Metal 1:
Scale: 6 px per um. Supply wires on this layer in grey.
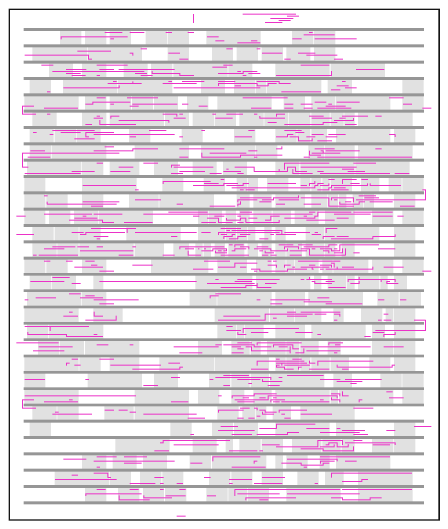
Congestion heat map:
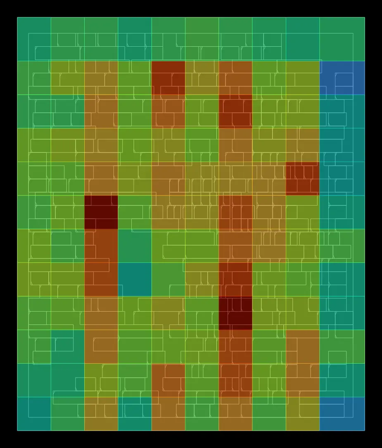
Signal wires by layer:
Scale: 6 px per um. Only two layers are drawn.
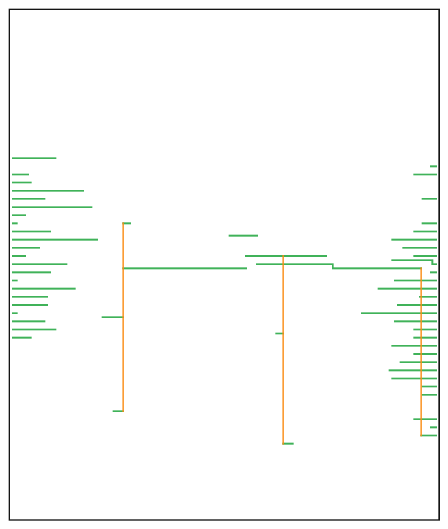
Met3 routing:
Scale: 4 px per um.
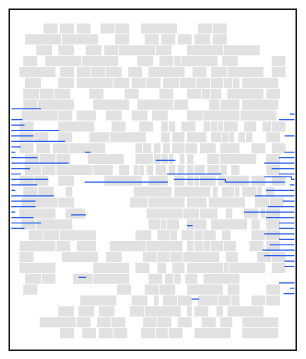
Register map, names as in the netlist:
Scale: 6 px per um.
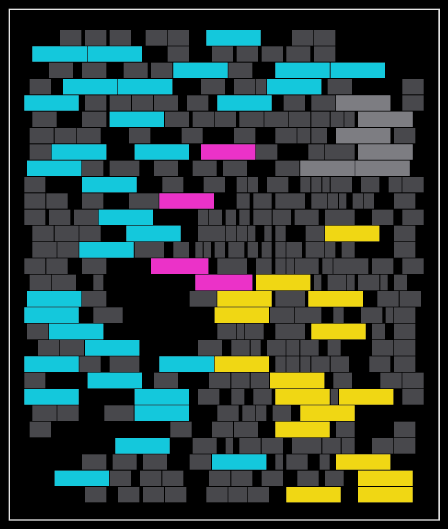
## config.mk

```make
export PLATFORM = sky130hd
export DESIGN_NAME = frontend_ctrl_flat
export DESIGN_NICKNAME = d
export VERILOG_FILES = /design/src/rtl/frontend_ctrl_if.sv /design/src/rtl/frontend_ctrl.sv /design/src/flat_wrapper.sv
export SDC_FILE = /design/constraint.sdc
export NUM_CORES = 1
export LEC_CHECK = 0
export CORE_ASPECT_RATIO = 1.2
export CORE_MARGIN = 2
export CORE_UTILIZATION = 47
export DETAILED_ROUTE_END_ITERATION = 16
export PLACE_DENSITY = 0.86
export SLEW_MARGIN = 10
export SYNTH_ARGS = -nofsm -noshare
export SYNTH_HDL_FRONTEND = slang
export SYNTH_SLANG_ARGS = --single-unit
```

## constraint.sdc

```tcl
create_clock -name clk -period 4.8 [get_ports clk]
set_input_delay 0.96 -clock clk [delete_from_list [all_inputs] [get_ports clk]]
set_output_delay 0.96 -clock clk [all_outputs]
set_load 0.05 [all_outputs]
```

## src/rtl/frontend_ctrl_if.sv

```systemverilog
// Redirect handshake between the back-end (master) and the front-end sequencing
// controller (slave). The controller holds off new requests with redirect_ready.
interface frontend_ctrl_if #(
  parameter int PC_WIDTH = 32
);
  logic                redirect_valid;
  logic [1:0]          redirect_kind;
  logic [PC_WIDTH-1:0] redirect_pc;
  logic                redirect_ready;

  modport master (
    output redirect_valid,
    output redirect_kind,
    output redirect_pc,
    input  redirect_ready
  );

  modport slave (
    input  redirect_valid,
    input  redirect_kind,
    input  redirect_pc,
    output redirect_ready
  );
endinterface

```

## src/rtl/frontend_ctrl.sv

```systemverilog
// Qu front-end sequencing controller: startup hold, redirect pulse plus timed
// flush window for the inter-stage FIFOs, external halt, and per-stage stalls.
module frontend_ctrl #(
  parameter int PC_WIDTH       = 32,
  parameter int FLUSH_CYCLES   = 3,
  parameter int STARTUP_CYCLES = 4
) (
  input  logic                clk,
  input  logic                rst,
  frontend_ctrl_if.slave      redir,
  input  logic                halt_req,
  input  logic                map_full,
  input  logic                rob_full,
  input  logic                res_st_full,
  output logic                if_en,
  output logic                id_en,
  output logic                branch,
  output logic                jump,
  output logic                exception,
  output logic [PC_WIDTH-1:0] pc_override,
  output logic                stall,
  output logic                flush,
  output logic                if_stall,
  output logic                id_stall,
  output logic                mp_stall,
  output logic                rn_stall,
  output logic                busy,
  output logic [15:0]         redirect_cnt
);

  typedef enum logic [2:0] {
    ST_STARTUP,
    ST_RUN,
    ST_REDIRECT,
    ST_FLUSH,
    ST_HALT
  } state_t;

  typedef enum logic [1:0] {
    KIND_BRANCH    = 2'b00,
    KIND_JUMP      = 2'b01,
    KIND_EXCEPTION = 2'b10,
    KIND_RESERVED  = 2'b11
  } kind_t;

  // The counter reloads with N-1 so that a phase lasts exactly N cycles.
  localparam logic [3:0] STARTUP_LOAD = 4'(STARTUP_CYCLES - 1);
  localparam logic [3:0] FLUSH_LOAD   = 4'(FLUSH_CYCLES - 1);

  state_t     state;
  logic [3:0] cnt;
  kind_t      kind;
  logic       ready;
  logic       accept;
  logic       not_run;

  assign kind   = kind_t'(redir.redirect_kind);
  assign ready  = (state == ST_RUN) || (state == ST_FLUSH) || (state == ST_HALT);
  assign accept = redir.redirect_valid && ready;

  assign redir.redirect_ready = ready;

  always_ff @(posedge clk or posedge rst) begin
    if (rst) begin
      state        <= ST_STARTUP;
      cnt          <= STARTUP_LOAD;
      redirect_cnt <= '0;
      pc_override  <= '0;
      branch       <= 1'b0;
      jump         <= 1'b0;
      exception    <= 1'b0;
    end else begin
      // NOTE: non-blocking assignments keep every flop reading pre-edge values,
      // so the default clears below are safely overridden later in the block.
      branch    <= 1'b0;
      jump      <= 1'b0;
      exception <= 1'b0;

      if (accept) begin
        // Redirect wins over halt and counter expiry in every state.
        state        <= ST_REDIRECT;
        pc_override  <= redir.redirect_pc;
        redirect_cnt <= redirect_cnt + 16'd1;
        unique case (kind)
          KIND_BRANCH: branch    <= 1'b1;
          KIND_JUMP:   jump      <= 1'b1;
          default:     exception <= 1'b1;
        endcase
      end else begin
        unique case (state)
          ST_STARTUP: begin
            if (cnt == 4'd0) begin
              state <= halt_req ? ST_HALT : ST_RUN;
            end else begin
              cnt <= cnt - 4'd1;
            end
          end
          ST_RUN: begin
            if (halt_req) state <= ST_HALT;
          end
          ST_REDIRECT: begin
            state <= ST_FLUSH;
            cnt   <= FLUSH_LOAD;
          end
          ST_FLUSH: begin
            // halt_req is only consulted once the window has fully drained.
            if (cnt == 4'd0) begin
              state <= halt_req ? ST_HALT : ST_RUN;
            end else begin
              cnt <= cnt - 4'd1;
            end
          end
          ST_HALT: begin
            if (!halt_req) state <= ST_RUN;
          end
          // NOTE: unused encodings fall back to a clean restart rather than
          // leaving the controller stuck with every stage stalled forever.
          default: begin
            state <= ST_STARTUP;
            cnt   <= STARTUP_LOAD;
          end
        endcase
      end
    end
  end

  assign not_run  = (state != ST_RUN);
  assign if_en    = !not_run;
  assign id_en    = !not_run;
  assign stall    = not_run;
  assign busy     = not_run;
  assign if_stall = not_run;
  assign id_stall = not_run;
  assign flush    = (state == ST_REDIRECT) || (state == ST_FLUSH);

  // Back-pressure only gates the downstream stalls; it never moves the FSM.
  assign mp_stall = not_run || map_full;
  assign rn_stall = not_run || rob_full || res_st_full;

endmodule

```

## src/flat_wrapper.sv

```systemverilog
// flat-port wrapper written by rule: the top's interface ports become plain ports
module frontend_ctrl_flat 
#(
  parameter int PC_WIDTH       = 32,
  parameter int FLUSH_CYCLES   = 3,
  parameter int STARTUP_CYCLES = 4
)
  (clk, rst, halt_req, map_full, rob_full, res_st_full, if_en, id_en, branch, jump, exception, pc_override, stall, flush, if_stall, id_stall, mp_stall, rn_stall, busy, redirect_cnt, redir_redirect_valid, redir_redirect_kind, redir_redirect_pc, redir_redirect_ready);
  frontend_ctrl_if #(.PC_WIDTH(PC_WIDTH)) redir_i ();
  input  logic clk;
  input  logic rst;
  input  logic halt_req;
  input  logic map_full;
  input  logic rob_full;
  input  logic res_st_full;
  output logic if_en;
  output logic id_en;
  output logic branch;
  output logic jump;
  output logic exception;
  output logic [PC_WIDTH-1:0] pc_override;
  output logic stall;
  output logic flush;
  output logic if_stall;
  output logic id_stall;
  output logic mp_stall;
  output logic rn_stall;
  output logic busy;
  output logic [15:0] redirect_cnt;
  input wire logic [$bits(redir_i.redirect_valid)-1:0] redir_redirect_valid;
  input wire logic [$bits(redir_i.redirect_kind)-1:0] redir_redirect_kind;
  input wire logic [$bits(redir_i.redirect_pc)-1:0] redir_redirect_pc;
  output wire logic [$bits(redir_i.redirect_ready)-1:0] redir_redirect_ready;
  assign redir_i.redirect_valid = redir_redirect_valid;
  assign redir_i.redirect_kind = redir_redirect_kind;
  assign redir_i.redirect_pc = redir_redirect_pc;
  assign redir_redirect_ready = redir_i.redirect_ready;
  frontend_ctrl #(.PC_WIDTH(PC_WIDTH), .FLUSH_CYCLES(FLUSH_CYCLES), .STARTUP_CYCLES(STARTUP_CYCLES)) u_core (.clk(clk), .rst(rst), .redir(redir_i), .halt_req(halt_req), .map_full(map_full), .rob_full(rob_full), .res_st_full(res_st_full), .if_en(if_en), .id_en(id_en), .branch(branch), .jump(jump), .exception(exception), .pc_override(pc_override), .stall(stall), .flush(flush), .if_stall(if_stall), .id_stall(id_stall), .mp_stall(mp_stall), .rn_stall(rn_stall), .busy(busy), .redirect_cnt(redirect_cnt));
endmodule
```

==> Table 3: Implementation characteristics <==
Physical design parameters

Parameter                              Value

Status
  Result of the run .................. finished, final reports clean

Routing
  DRT antenna net count .................. 0
  DRC violation total after the first TritonRoute iteration .................. slightly above 100
  Vias per Instance .................. 5.25

Pwr
  P_leak .................. between 1.5 and 2 nW
  Design internal power .................. roughly 1.5 mW
  Sum of internal, switching and leakage power .................. 2.84 mW
  Seq pwr share .................. about 29%
  Switching power share of the total .................. approximately 46%

Job
  Number of warning messages in the logs .................. 27

Global route
  Via count of the first global-routing pass .................. roughly 2,000
  Antenna violations before repair .................. 0
  Wire length of the first global-routing pass .................. 9400 um
  Total gr overflow .................. 0
  Pin count of the biggest net entering global routing .................. 38

CTS
  CTS Sinks .................. roughly 58
  Clock root buffer .................. clkbuf_8
  Clock Path Buffers .................. 2
  Post-cts resize count .................. 0
  Reg clk slew, reported paths .................. ~0.06 ns
  Cts hold-fix bufs .................. 0
  Clk Latency, worst-skew pair .................. about 0.33 ns

Yosys
  Leading area contributor after synthesis .................. dfrtp_1
  Number of synthesized register bits .................. between 50 and 60
  Top-area cell share .................. a little over half
  Yosys warning total .................. 0
  Number of distinct library cells after synthesis .................. ~42
  Ys cells .................. 199
  Largest cells by area after synthesis .................. dfrtp_1 55%, mux2_2 15%, xnor2_1 4.8%, buf_4 2.1%, dfstp_2 2.1%
  Post-synthesis sequential area ratio .................. a little under three fifths

Floorplan
  Core Rows .................. 29
  Io pins .................. roughly 100
  X dimension of the die .................. around 71 um

Worst setup path
  Worst Path Required .................. 3.84 ns
  Top fanout value on the critical path .................. 15
  Crit path DAT .................. around 2.5 ns
  Startpoint kind of the worst setup timing path .................. flop

Placed design
  Placed Instances .................. between 300 and 400
  HPWL after detailed placement .................. about 4000 um

Final timing
  Post-route worst setup slack .................. 1.36 ns
  Final count of pins violating max slew .................. 0
  Total Negative Setup Slacks .................. 0 ns
  Relative slew slack .................. a little under half
  Final period util .................. between 70 and 80%
  Achievable frequency .................. a little under 300 MHz

Finish
  Synth-to-layout area growth .................. 47.0%
  Total Nets Final .................. 344
  Number of antenna cells inserted .................. 0
Back to the opening pictures, 'metal 1':
nets with wire on the layer: 290
wire length on this layer: 2,220 um
total detailed-routing wirelength: 5670 um
met1 Resource Use GR: 22.7%
via count of the routed design: 1,923

Back to the opening pictures, 'congestion heat map':
layer with the highest usage after global routing: met2
GRT Util Overall: 20.0%
global routing usage on met3: 4.87%
Core Util, Final: 71.6%

Back to the opening pictures, 'signal wires by layer':
legend:
  met4:
    colour: orange
    wire_length: 90.4 um
  met3:
    colour: green
    wire_length: 334 um
Routed wire per std cell: 15.5 um

Back to the opening pictures, 'met3 routing':
nets with wire on the layer: 52
wire length on this layer: 334 um
share of all routed wire: 5.9%
longest straight run: 20.5 um
main direction: horizontal

Back to the opening pictures, 'register map, names as in the netlist':
legend:
  u_core.cnt:
    colour: magenta
    sequential_cells: 4
    where: centre
  u_core.redirect_cnt:
    colour: yellow
    sequential_cells: 16
  u_core.pc_override:
    colour: cyan
    sequential_cells: 32
total area of sequential cells: 1450 um2
flip-flop and latch share of the layout cell area: 38.6%
Power Sequential: 0.825 mW

==> metal layers <==
layer / part of all wire [%] / vias up / track usage (%)
met4: 1.6 / 0 / 8.23
met5: 0 / - / 0
met3: 5.9 / 9 / 4.87
met2: 53 / 61 / 35.4
li1: - / 894 / -
met1: 39 / 959 / 22.7
==> synthesized netlist by cell type (all sizes together) <==
cell / n
dfrtp: 56
mux2: 34
xnor2: 14
buf: 10
o21ai: 10
nand2: 8
nand3: 8
nor3: 7
a21oi: 5
inv: 5
and3: 3
ha: 3
nand2b: 3
nand4: 3
nor2: 3
xor2: 3
and4: 2
clkbuf: 2
dfstp: 2
o21a: 2
or3: 2
or3b: 2
a211o: 1
a211oi: 1
a22oi: 1
and2: 1
and3b: 1
nand3b: 1
nand4bb: 1
nor2b: 1
nor3b: 1
o211a: 1
o31ai: 1
or4: 1
==> per-stage QoR <==
| step | hold WS [ns] | cell area [um2] |
|---|---|---|
| after floorplan | 0.510 | 2560 |
| final | 0.491 | 3760 |
| after CTS | 0.500 | 3760 |
| after detailed placement | 0.487 | 3580 |
| after global routing | 0.507 | 3760 |
| after global placement | 0.459 | 3580 |
==> cells by family after synthesis <==
logic type | share of synthesized area, %
fa+ha+maj | 1.47
simple gates | 11.2
compound gates | 5.86
xor+xnor | 5.81
flops | 56.8
mux | 14.9
buf+inv | 3.91
==> layout make-up <==
cell class | instances | area (um2)
fillers | 403 | 1500
clock inverters | 2 | 10.0
repair buffers | 102 | 1020
well taps | 62 | 77.6
clock buffers | 13 | 179
flip-flops and latches | 58 | 1450
inverters | 5 | 18.8
multi-input cells | 124 | 1010
==> worst paths after layout <==
kind                       slack (ns)                      end  depth (start not counted)                    start
max                              1.36                 rn_stall                          5          u_core.state[2]
min                              0.49  u_core.redirect_cnt[15]                          1  u_core.redirect_cnt[15]
max reg2reg                      2.64   u_core.pc_override[24]                          3          u_core.state[0]
min reg2reg                      0.49  u_core.redirect_cnt[15]                          1  u_core.redirect_cnt[15]
max in group asynchronous        2.94            u_core.cnt[1]                          3                      rst
min in group asynchronous        1.00   u_core.pc_override[30]                          2                      rst
==> flip-flops by register name, summed over array words and instances, names as in the netlist <==
name	cells
u_core.jump	1
u_core.pc_override	32
u_core.state	3
u_core.branch	1
u_core.redirect_cnt	16
u_core.cnt	4
u_core.exception	1
==> power groups by stage <==
stage          Sequential, mW  Clock (mW)  Combinational [mW]
2_1_floorplan            1.37           0               0.576
3_3_place_gp            0.821           0                1.58
3_5_place_dp            0.831           0                1.60
4_1_cts                 0.827       0.427                1.61
5_1_grt                 0.854       0.449                1.67
6_report                0.825       0.417                1.59
==> worst max-delay path, stage by stage (launching register included) <==
cell and delay, ns:
dfrtp_1 0.54, nand2b_1 0.30, nor2_1 0.20, inv_1 0.12
or3_1 0.31, clkdlybuf4s50_1 0.70
Power and IR drop assume default switching activity.
